==> config.mk <==
export PLATFORM = sky130hd
export DESIGN_NAME = detection_fsm
export DESIGN_NICKNAME = d
export VERILOG_FILES = /design/src/rtl/detection_pkg.sv /design/src/rtl/detection_fsm.sv
export SDC_FILE = /design/constraint.sdc
export NUM_CORES = 1
export LEC_CHECK = 0
export CAP_MARGIN = 10
export CORE_ASPECT_RATIO = 1.2
export CORE_MARGIN = 2
export CORE_UTILIZATION = 20
export CTS_BUF_LIST = sky130_fd_sc_hd__clkbuf_8 sky130_fd_sc_hd__clkbuf_16
export CTS_CLUSTER_SIZE = 20
export DETAILED_ROUTE_END_ITERATION = 12
export PLACE_DENSITY = 0.71
export SLEW_MARGIN = 40
export SYNTH_ARGS = -nofsm -noshare
export SYNTH_HDL_FRONTEND = slang
export SYNTH_SLANG_ARGS = --single-unit
==> constraint.sdc <==
create_clock -name clk -period 1.1 [get_ports clk]
set_input_delay 0.11 -clock clk [delete_from_list [all_inputs] [get_ports clk]]
set_output_delay 0.11 -clock clk [all_outputs]
set_load 0.01 [all_outputs]
==> src/rtl/detection_pkg.sv <==
// detection_pkg: shared state encoding and sizing constants for the
// face-detection sequencing logic.
`default_nettype none

package detection_pkg;

  localparam int ADDR_W      = 15;
  localparam int FRAME_WORDS = 19200;

  typedef enum logic [1:0] {
    ST_IDLE    = 2'd0,
    ST_CAPTURE = 2'd1,
    ST_DETECT  = 2'd2
  } state_e;

endpackage

`default_nettype wire

==> src/rtl/detection_fsm.sv <==
// detection_fsm: arms one frame capture per user request, then runs the classifier
// cascade; owns the port-A address/write-enable mux of the integral-image BRAM.
`default_nettype none

module detection_fsm #(
  parameter int ADDR_W = detection_pkg::ADDR_W
) (
  input  logic              clk,
  input  logic              rst,
  input  logic              cap_done,
  input  logic              detect_done,
  // 'continue' is a reserved word in SystemVerilog, hence the suffix
  input  logic              continue_req,
  input  logic              write_en_in,
  input  logic [ADDR_W-1:0] wr_addr,
  input  logic [ADDR_W-1:0] classifier_rd_addr,
  output logic              detect_en,
  output logic [ADDR_W-1:0] address_a_out,
  output logic              write_en_out,
  output logic [1:0]        state_out
);

  import detection_pkg::*;

  localparam logic [1:0] S_IDLE    = ST_IDLE;
  localparam logic [1:0] S_CAPTURE = ST_CAPTURE;
  localparam logic [1:0] S_DETECT  = ST_DETECT;

  logic [1:0] state;
  logic [1:0] state_next;
  logic       cap_done_q;
  logic       cap_rise;

  // Only a fresh rising edge ends capture; a level already high on entry is ignored.
  assign cap_rise = cap_done & ~cap_done_q;

  always_comb begin
    state_next = state;
    case (state)
      S_IDLE:    if (continue_req) state_next = S_CAPTURE;
      S_CAPTURE: if (cap_rise)     state_next = S_DETECT;
      S_DETECT:  if (detect_done)  state_next = S_IDLE;
      default:                     state_next = S_IDLE;
    endcase
  end

  always_ff @(posedge clk) begin
    if (rst) begin
      state      <= S_IDLE;
      cap_done_q <= 1'b0;
    end else begin
      state      <= state_next;
      cap_done_q <= cap_done;
    end
  end

  // Capture owns port A only while capturing; otherwise the cascade reads and the
  // buffer stays frozen so the last frame is preserved.
  always_comb begin
    address_a_out = classifier_rd_addr;
    write_en_out  = 1'b0;
    detect_en     = 1'b0;
    case (state)
      S_CAPTURE: begin
        address_a_out = wr_addr;
        write_en_out  = write_en_in;
      end
      S_DETECT: detect_en = 1'b1;
      default: ;
    endcase
  end

  assign state_out = state;

endmodule

`default_nettype wire

Run 1, sizing map:
Bar = 10 um.
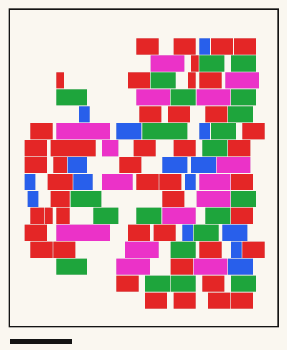
size	colour	cells	share	most used
x3 and x4	magenta	15	15%	mux2_4
x6 and larger	green	21	22%	buf_6
x1 and smaller	red	46	47%	clkdlybuf4s50_1
x2	blue	15	15%	buf_2

Run 1, signal wires on met3:
Bar = 10 um.
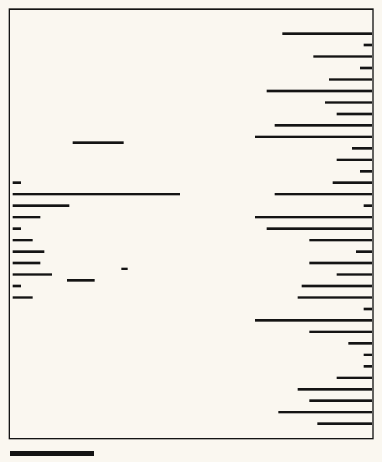
wire length on this layer	272 um
share of all routed wire	17%
nets with wire on the layer	47
main direction	horizontal

Run 1, signal wires by layer:
Bar = 10 um.
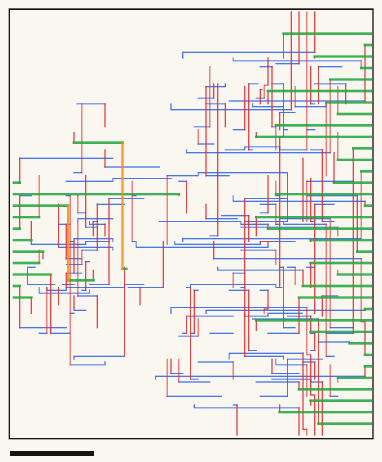
layer	colour	wire length
M3	green	272 um
M1	blue	669 um
M4	orange	23.8 um
M2	red	665 um

==> impl_results.rst, run 1 <==
Physical design figures
=======================

.. list-table::
   :header-rows: 1

   * - Metric
     - Value
   * - Run status
     - finished, violations left
   * - Failing checks
     - setup timing
   * - Main kind of combinational logic by area
     - multiplexers
   * - Share of power burned in combinational logic
     - a little over half
   * - Setup violations, final
     - 16
   * - CP Max Fanout
     - 7
   * - CTS tree
     - yes
   * - Parity-gate share of the synthesized area counting xor and xnor cells
     - 0%
   * - Max-cap check violation count
     - 0
   * - Number of instances in the synthesized netlist
     - 31
   * - Number of filler cells placed in the layout
     - roughly 140
   * - Utilization of the core after routing
     - between 60% and 70%
   * - Final non-filler cell area
     - around 0.0011 mm2
   * - Reg-to-Reg End
     - state_out[1]
   * - Routed length per placed instance
     - 14.2 um
   * - Final tally of hold violations
     - 0
   * - Sequential share of the synthesized area
     - 16.5%
   * - Dominant register cell in the synthesized netlist
     - dfxtp_1
   * - CP Data Required Time
     - between 900 and 1000 ps
   * - Fraction of area in registers
     - 6.40%
   * - Warnings from Yosys
     - 0
   * - Crit path max-delay family
     - flip-flops
   * - CP dominant cell by count
     - buf_6
   * - Wire length of the first global-routing pass
     - about 2500 um
   * - Switching component of the power
     - between 0.2 and 0.25 mW
   * - Area of the synthesized netlist per yosys stat
     - between 300 and 400 um2
   * - IO Pins
     - around 55
   * - Worst-case headroom to the max-slew limit
     - between 80% and 90%
   * - Number of cells upsized or downsized after cts
     - roughly 93
   * - Total setup buffers inserted after CTS
     - 7
   * - Number of flip-flops in the largest register
     - 2
   * - Met2 Resource Use GR
     - 25.5%
   * - Worst hold path cell count
     - 3
   * - End point of the most critical hold path
     - state_out[0]
   * - Clock Tree Root
     - clkbuf_8
   * - Sequential fraction of design power
     - 13.5%
   * - Aggregate global-route resource usage
     - 15.5%
   * - Layout overhead on the synthesized area
     - 190%
   * - Fmax
     - about 700 MHz
   * - Switching share of total power
     - about 25%
   * - Ys cells
     - 31
   * - Clock Power
     - ~0.32 mW
   * - Fa+ha+maj area frac
     - 0%
   * - Number of pins with negative max-slew slack in the final report
     - 0
   * - Internal Dissipation
     - roughly 0.69 mW
   * - Vias post-DR
     - about 530
   * - Number of cell rows
     - 16
   * - Number of DRC violations after detailed routing
     - 0
   * - CTS sink count
     - 3
   * - Fraction of layout cells with a size suffix above 1
     - between 50% and 60%
   * - Initial antenna violation count
     - 0
   * - Worst setup margin
     - -303 ps
==> run 1 -> run 2 <==
--- a/config.mk
+++ b/config.mk
@@ -5,6 +5,7 @@
 export SDC_FILE = /design/constraint.sdc
 export NUM_CORES = 1
 export LEC_CHECK = 0
+export ABC_CLOCK_PERIOD_IN_PS = 1100
 export CAP_MARGIN = 10
 export CORE_ASPECT_RATIO = 1.2
 export CORE_MARGIN = 2
Run 2, cell outlines without signal wires:
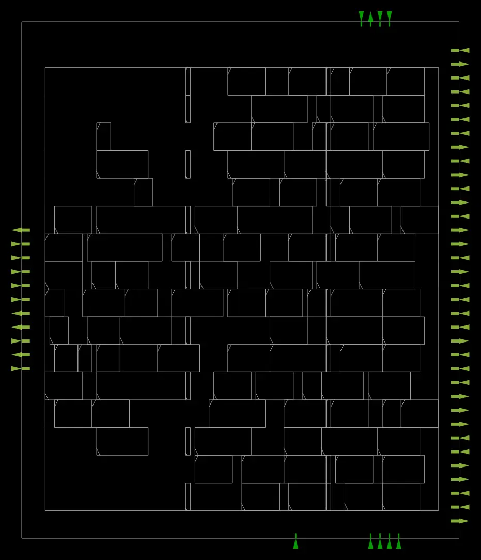
number of cell rows: 16
Core Area: 0.00168 mm2

Run 2, sizing map:
Bar = 10 um.
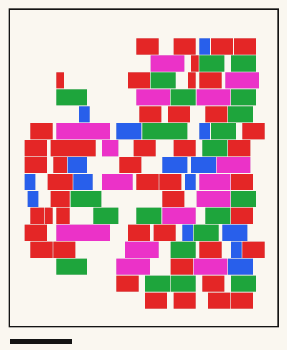
size	colour	cells	share	most used
x1 and smaller	red	46	47%	clkdlybuf4s50_1
x3 and x4	magenta	15	15%	mux2_4
x2	blue	15	15%	buf_2
x6 and larger	green	21	22%	buf_6

==> run 2 against run 1 <==
Net effect: the run still ends with setup timing left; count of clock-buffer cells in the layout did not move; worst hold slack did not move; routed wire length is the same; critical path depth is the same; largest cell class unchanged; flip-flop count unchanged; sequential power hardly changed; largest power group unchanged; highest routed layer unchanged.
==> impl_results.rst, run 2 <==
Physical design figures
=======================

.. list-table::
   :header-rows: 1

   * - Metric
     - Value
   * - Run status
     - finished, violations left
   * - Failing checks
     - setup timing
   * - Layout overhead on the synthesized area
     - 190% (unchanged)
   * - Clock transition at the registers of the reported paths
     - approximately 30 ps
   * - Max-cap check violation count
     - 0 (unchanged)
   * - Warnings from Yosys
     - 0 (unchanged)
   * - Fa+ha+maj area frac
     - 0% (unchanged)
   * - Area-dominant class
     - non-clock buffers
   * - Number of DRC violations after detailed routing
     - 0 (unchanged)
   * - Vias post-DR
     - 527 (unchanged)
   * - Clock Tree Root
     - clkbuf_8
   * - Number of filler cells placed in the layout
     - 142 (unchanged)
   * - CTS sink count
     - 3 (unchanged)
   * - CP dominant cell by count
     - buf_6
   * - Final non-filler cell area
     - 0.00106 mm2 (unchanged)
   * - Utilization of the core after routing
     - 62.8% (unchanged)
   * - Number of flip-flops in the largest register
     - 2 (unchanged)
   * - End point of the most critical hold path
     - state_out[0]
   * - Number of pins with negative max-slew slack in the final report
     - 0 (unchanged)
   * - Switching share of total power
     - 24.9% (unchanged)
   * - Fraction of layout cells with a size suffix above 1
     - 52.6% (unchanged)
   * - Switching component of the power
     - 0.230 mW (unchanged)
   * - Aggregate global-route resource usage
     - 15.5% (unchanged)
   * - IO Pins
     - 55 (unchanged)
   * - Setup violations, final
     - 16 (unchanged)
   * - Wire length of the first global-routing pass
     - 2500 um (unchanged)
   * - CP Data Required Time
     - 990 ps (about the same)
   * - Met2 Resource Use GR
     - 25.5% (unchanged)
   * - Final tally of hold violations
     - 0 (unchanged)
   * - Total setup buffers inserted after CTS
     - 7 (unchanged)
   * - Internal Dissipation
     - 0.692 mW (unchanged)
   * - Reg-to-Reg End
     - state_out[1]
   * - Fmax
     - 713 MHz (unchanged)
   * - Parity-gate share of the synthesized area counting xor and xnor cells
     - 0% (unchanged)
   * - Worst setup margin
     - -303 ps (unchanged)
   * - CTS tree
     - yes
   * - Clock Power
     - 0.315 mW (about the same)
   * - Worst-case headroom to the max-slew limit
     - 87.2% (unchanged)
   * - Area of the synthesized netlist per yosys stat
     - 364 um2 (unchanged)
   * - Dominant register cell in the synthesized netlist
     - dfxtp_1
   * - Routed length per placed instance
     - 14.2 um (unchanged)
   * - Initial antenna violation count
     - 0 (unchanged)
Run 2, pin map:
Bar = 10 um. Pins as bars across the die edge, other pins in grey.
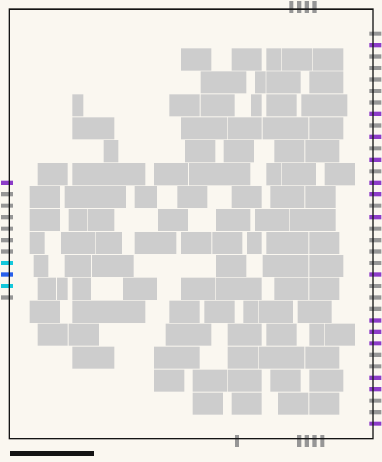
port	colour	pins	direction	edge
state_out	cyan	2	output	left
rst	blue	1	input	left
address_a_out	purple	15	output	14 right, 1 left
all pins by edge	35 right, 11 left, 5 bottom, 4 top

==> run 2 -> run 3 <==
--- a/config.mk
+++ b/config.mk
@@ -7,13 +7,16 @@
 export LEC_CHECK = 0
 export ABC_CLOCK_PERIOD_IN_PS = 1100
 export CAP_MARGIN = 10
+export CELL_PAD_IN_SITES_DETAIL_PLACEMENT = 1
+export CELL_PAD_IN_SITES_GLOBAL_PLACEMENT = 1
 export CORE_ASPECT_RATIO = 1.2
 export CORE_MARGIN = 2
-export CORE_UTILIZATION = 20
+export CORE_UTILIZATION = 12
 export CTS_BUF_LIST = sky130_fd_sc_hd__clkbuf_8 sky130_fd_sc_hd__clkbuf_16
 export CTS_CLUSTER_SIZE = 20
 export DETAILED_ROUTE_END_ITERATION = 12
-export PLACE_DENSITY = 0.71
+export PLACE_DENSITY = 0.68
+export SETUP_SLACK_MARGIN = 0.3
 export SLEW_MARGIN = 40
 export SYNTH_ARGS = -nofsm -noshare
 export SYNTH_HDL_FRONTEND = slang
Run 3, pin map:
Bar = 20 um. Pins as bars across the die edge, other pins in grey.
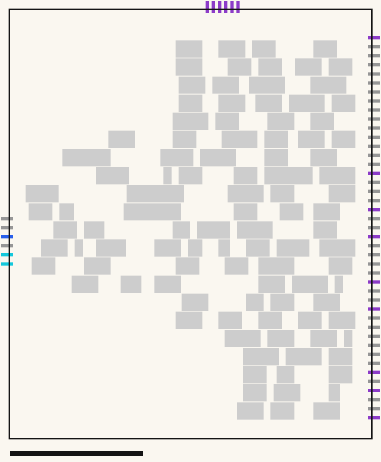
port	colour	pins	direction	edge
rst	blue	1	input	left
state_out	cyan	2	output	left
address_a_out	purple	15	output	9 right, 6 top
all pins by edge	43 right, 6 top, 6 left

Run 3, signal wires by layer:
Bar = 20 um.
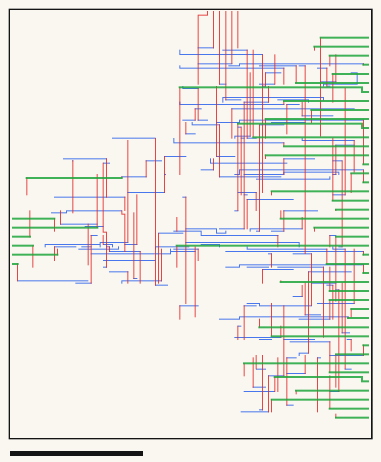
layer	colour	wire length
M2	red	785 um
M1	blue	725 um
M3	green	447 um

==> run 3 against run 2 <==
Net effect: final area rose by 13%; synthesized cell count did not move; sequential share of layout area fell by 0.73 points; routed wire length rose by 20%; area after synthesis did not move; largest power group unchanged; combinational power rose by 16%; the flow still finishes with violations (setup timing); worst hold slack improved by 55 ps; highest routed layer is now met3; setup slack got worse by 22 ps; final cell count rose by 18%; core utilization fell by 21 points; count of clock-buffer cells in the layout did not move; critical path depth did not move.
==> impl_results.rst, run 3 <==
Physical design figures
=======================

.. list-table::
   :header-rows: 1

   * - Metric
     - Value
   * - Clock Tree Root
     - clkbuf_8
   * - Failing checks
     - setup timing
   * - CTS tree
     - yes
   * - Routed length per placed instance
     - 14.4 um (+1.5%)
   * - Fraction of layout cells with a size suffix above 1
     - 56.9% (+4.3 points)
   * - Initial antenna violation count
     - 0 (unchanged)
   * - Number of logged tool warnings
     - 29
   * - Final tally of hold violations
     - 0 (unchanged)
   * - Wire length of the first global-routing pass
     - 2730 um (+9.4%)
   * - Warnings from Yosys
     - 0 (unchanged)
   * - Clock Power
     - 0.308 mW (-2%)
   * - Fa+ha+maj area frac
     - 0% (unchanged)
   * - Vias post-DR
     - 547 (+3.8%)
   * - IO Pins
     - 55 (unchanged)
   * - Final non-filler cell area
     - 0.00119 mm2 (+13%)
   * - Internal Dissipation
     - 0.747 mW (+8.0%)
   * - Type of the worst min-delay path
     - in -> reg
   * - Run status
     - finished, violations left
   * - Worst setup margin
     - -325 ps (-22.5 ps)
   * - CP Data Required Time
     - 990 ps (about the same)
   * - Aggregate global-route resource usage
     - 10.7% (-4.8 points)
   * - Switching share of total power
     - 24.7% (-0.22 points)
   * - Number of cell rows
     - 21 (+5)
   * - Reg-to-Reg End
     - state_out[1]
   * - Core Area
     - 0.00284 mm2 (+69%)
   * - Area of the synthesized netlist per yosys stat
     - 364 um2 (unchanged)
   * - Avg Vias per Cell
     - 4.02
   * - Dominant register cell in the synthesized netlist
     - dfxtp_1
   * - Number of pins with negative max-slew slack in the final report
     - 0 (unchanged)
   * - Utilization of the core after routing
     - 42.0% (-21 points)
   * - Total setup buffers inserted after CTS
     - 11 (+4)
   * - Number of DRC violations after detailed routing
     - 0 (unchanged)
   * - Parity-gate share of the synthesized area counting xor and xnor cells
     - 0% (unchanged)
   * - CTS sink count
     - 3 (unchanged)
   * - Buffers on Ports
     - approximately 54
   * - End point of the most critical hold path
     - state_out[0]
   * - Setup violations, final
     - 19 (+3)
   * - Switching component of the power
     - 0.245 mW (+6.7%)
   * - Leakage power
     - about 0.56 nW
   * - Layout overhead on the synthesized area
     - 227%
   * - Worst-case headroom to the max-slew limit
     - 87.5% (+0.31 points)
   * - Max-cap check violation count
     - 0 (unchanged)
   * - Number of flip-flops in the largest register
     - 2 (unchanged)
   * - Area-dominant class
     - non-clock buffers
   * - Met2 Resource Use GR
     - 17.5% (-8.0 points)
Run 3, signal wires on met3:
Bar = 20 um.
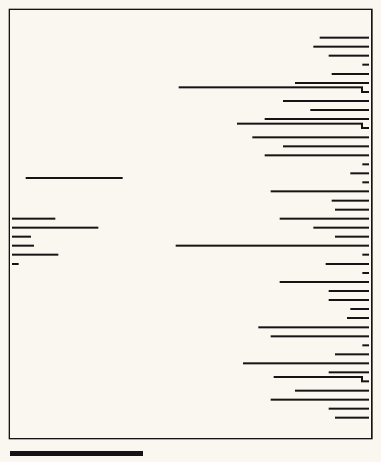
longest straight run	28.7 um
nets with wire on the layer	50
share of all routed wire	23%

Power figures rest on the tool's default switching activity, not on a simulated workload.
